Design rvga_ddr_arbiter, sky130hd; sources not shown.
Fig. 1: run 1, signal wires on met1
Drawn at 1 px/um.
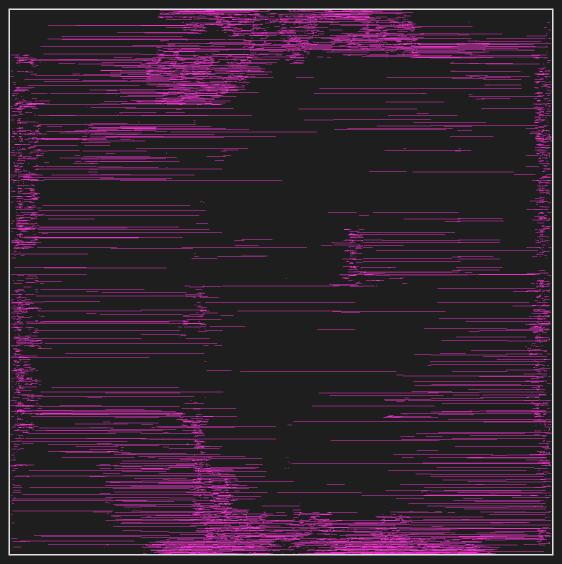
nets with wire on the layer: 2605
wire length on this layer: 70.1 mm
grt met1 use: 0.130
wire length reported by the detailed router: 185000 um
routed via count: 17533

Fig. 2: run 1, routing congestion map
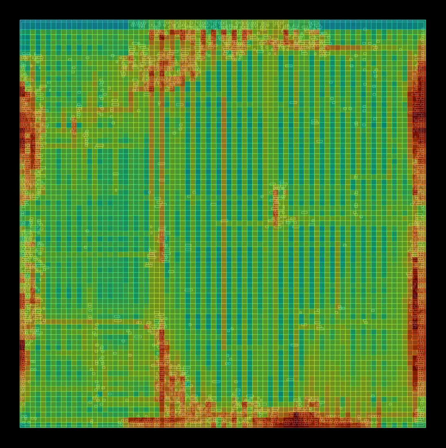
busiest layer in global routing: met2
share of the core filled with cells: 0.103

Fig. 3: run 1, sequential cells coloured by netlist name
Drawn at 1 px/um. Other sequential cells in the stronger grey, the rest of the logic in the fainter grey.
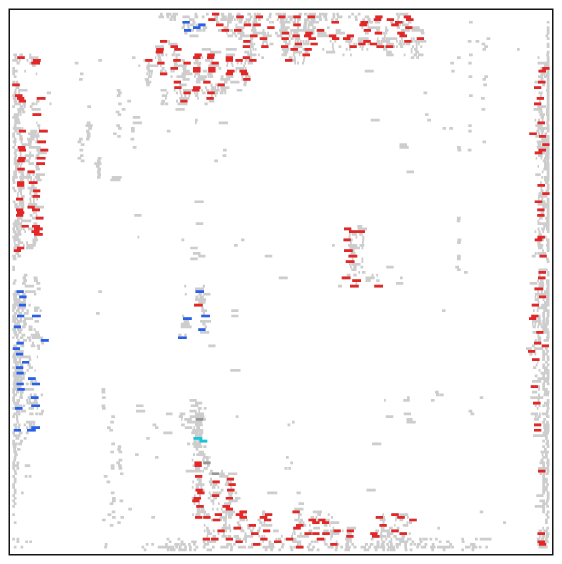
legend:
  cyan:
    signal: r_state
    placed_flops: 2
  red:
    signal: arb_ddr_wdata
    placed_flops: 256
    where: widely spread
  blue:
    signal: arb_ddr_addr
    placed_flops: 32
not coloured: 3
Flop+latch power: 7.10 mW
FF+latch area: 5990 um^2
proportion of cell area occupied by registers: 0.201

==> writeup.txt <==
The tools report the met2 wire length as 83400 um. Worst slew margin relative to its limit: 0.332. The least setup slack across all paths after layout was -0.208 ns; the stage delay of the slowest cell on the critical path was 0.35 ns. The run gives 22100 um as the wire length on met3.

Port buffering added 0 buffers. The run gives 1 for the buffers plus inverters on the worst setup path. After filler insertion, the fill cell instance count of the layout stands at 33450. The top routing layer in use is met5. The most popular library cell in the synthesized design by count was sky130_fd_sc_hd__buf_4.

Yosys mapped a number of flops with a built-in enable equal to 0. The run gives 0.522 for the relative contribution of the clock network to total power. The power per unit of standard cell area came out at 1010 nW/um^2.

For the placeable core region, the log shows 289000 um^2. The commonest register cell after synthesis is sky130_fd_sc_hd__dfxtp_1. The number of instances on the worst hold path is 4. In the synthesized netlist, the cells that appear most often are 521 x sky130_fd_sc_hd__buf_4, 293 x sky130_fd_sc_hd__dfxtp_1, 259 x sky130_fd_sc_hd__a21oi_1, 256 x sky130_fd_sc_hd__nand3_1, 215 x sky130_fd_sc_hd__o21ai_0. The clock network consumes a total of 15.7 mW.

The routed design could run at a clock period as short as 2.26 ns. The run gives 256 for the flip-flop count of the largest register after layout. In the routed design, unresolved DRC markers number 0.

In the final routed layout, each cell accounts on average for 29.2 um. Setup repair after global routing could not meet its margin everywhere. Number of antenna violations at the first check in global routing: 169. The highest-power group is clock. The number of placed instances, taps included, is 5702.

A synthesized cell averages 8.16 um^2. With the placer congestion estimate at 1.09, the maximum number of buffers from clock root to sink is 4. The run gives 0 as the total number of yosys warnings.

By instance count after routing, the leading logic cell types are 544 x sky130_fd_sc_hd__buf_4, 324 x sky130_fd_sc_hd__dlygate4sd3_1, 253 x sky130_fd_sc_hd__dfxtp_1. By area the synthesized netlist is led by sky130_fd_sc_hd__dfxtp_1 38%, sky130_fd_sc_hd__buf_4 25%, sky130_fd_sc_hd__a21oi_1 8.4%. The highest supply drop recorded on VDD is 0.557 mV. The run gives 15500 um^2 as the netlist area before placement.

TritonCTS built the clock tree. According to the floorplan log, the row count is 198. According to the finish report, the design has a final net count of 2981. Per STA, the worst path is made up of inv_2 -> ha_2 -> and2_4.

With the CTS buffer count at 102, the number of pins with negative max-slew slack in the final report is 0. The worst setup path is launched from a flip-flop. The cell with the largest stage delay on the worst path was sky130_fd_sc_hd__dfxtp_4. Number of global-route vias before repair: 16526. The first global-routing pass estimated 216000 um of wire. The sequential share of power is 0.236, and the final HPWL from detailed placement is 160000 um.

With the unique cell type count in the Yosys netlist at 32, the number of failing hold endpoints at the final stage is 0. The switching portion of total power was 0.309. The largest net degree at the start of global routing is 16. On the reported timing paths, the clock transition at the registers reads 0.04 ns.

The checks that failed: setup timing. The tally of non-filler cells in the final layout came out at 6329. From left edge to right edge, the die measures 542 um. Leading cell type in the layout, fill and taps excluded: sky130_fd_sc_hd__buf_4. The power in combinational cells came out at 7.27 mW.

The number of register bits inferred by synthesis is 293. The critical path is of the reg -> out type. Pin placement for this block handled 1386 I/O pins.

From the final report, the count of setup violators was given as 178. On the critical path the largest part of the delay comes from flip-flops. The flow ran to the end, but the final reports show violations.

With the sequential area share after synthesis at 0.378, the overall routing resource usage is 0.118. Library cell occupying the most area in the post-synthesis netlist: sky130_fd_sc_hd__dfxtp_1. With the power spent charging and discharging nets at 9.31 mW, the chip area is 295000 um^2.

In this run, the number of DRC markers left after iteration 0 of detailed routing was 1153. In the per-layer summary, the met1 wirelength comes to 70100 um. The fraction of final layout cells with drive strength greater than 1 was 0.429; the combined area of the multi-input logic cells was 5610 um^2. With the signal arrival time at the worst endpoint at 1.49 ns, the stage-log warning count is 30.

For the count of cells resized by post-cts repair, the log shows 304. The run gives 544 um for the vertical die size. Max fanout on the critical path was recorded as 3. The type of the tightest min-delay check is in -> reg. The fraction of registers with async set or reset after synthesis was 0; the insertion delay of the later-clocked pin in the worst-skew pair was 0.76 ns.

In the power breakdown, the internal column shows 20.8 mW. The part of the cycle the worst path needs is 1.10, and the yosys stat cell total is 1902. In the routed layout, each cell is associated on average with a via count of 2.77. Across all register-to-register paths, the minimum setup slack is -0.16 ns. The number of cells traversed by the worst register-to-register path was 10; the total of max-cap violations was 0. With the synthesized netlist cell count at 1902, the met3 track utilization from global routing is 0.0626. The total power was 30.1 mW; the total global routing overflow was 0.

The report puts the hold buffer count at CTS at 320. The static leakage power is 10.8 nW, and the post-synthesis net count is 2487. The buffer type at the clock tree root was sky130_fd_sc_hd__clkbuf_16. Prior to clock tree synthesis, the placed netlist has a worst setup slack of -1.67 ns. The worst setup path is captured at a primary output.

The clock net in this run drives a total of 293 sinks. The logs give 0 for the post-detailed-route count of antenna-violating nets and 0.0536 for the floorplan utilization. Before antenna repair, the detailed router went through 5 iterations. The area share of the largest cell type after synthesis is 0.378, and the count of H-tree levels built during CTS is 3.

With the area of the synthesized netlist per yosys stat at 15500 um^2, the area growth from synthesis to final layout is 92.3%. The total number of cells along the worst setup path is 3, and the number of buffers added for setup after CTS is 31. Hold timing on the final database bottoms out at a slack of 0.255 ns. The OpenROAD report gives the critical path a required time of 1.28 ns. The run gives 443 MHz as the timing-limited maximum frequency.

Transition time of the tightest slew-check pin: 1.00 ns. The met2 layer usage reported by global route is 0.191, and the relative contribution of combinational cells to total power is 0.242.
==> run 1: cell type report <==
type	count	share of cell area
Tap cell	3800	0.159
Clock inverter	34	0.0143
Inverter	3	0.000377
Antenna cell	58	0.00486
Sequential cell	293	0.201
Clock buffer	145	0.101
Timing Repair Buffer	392	0.153
Buffer	674	0.179
Multi-Input combinational cell	930	0.188
==> run 1: through the flow <==
step	cell area, um^2	utilization	setup TNS, ns
final	29900	0.103	-11.37
after CTS	28600	0.0990	-41.22
after floorplan	15500	-	0
after detailed placement	20300	0.0701	-315.96
after global routing	29800	0.103	-31.12
after global placement	20300	0.0701	-314.95
==> run 1: logic make-up after synthesis <==
logic type      count (synthesis)  synth area share
buf+inv                       679             0.301
flops                         293             0.378
simple gates                  367             0.127
fa+ha+maj                       3           0.00242
compound gates                560             0.192
Power and IR drop assume default switching activity.
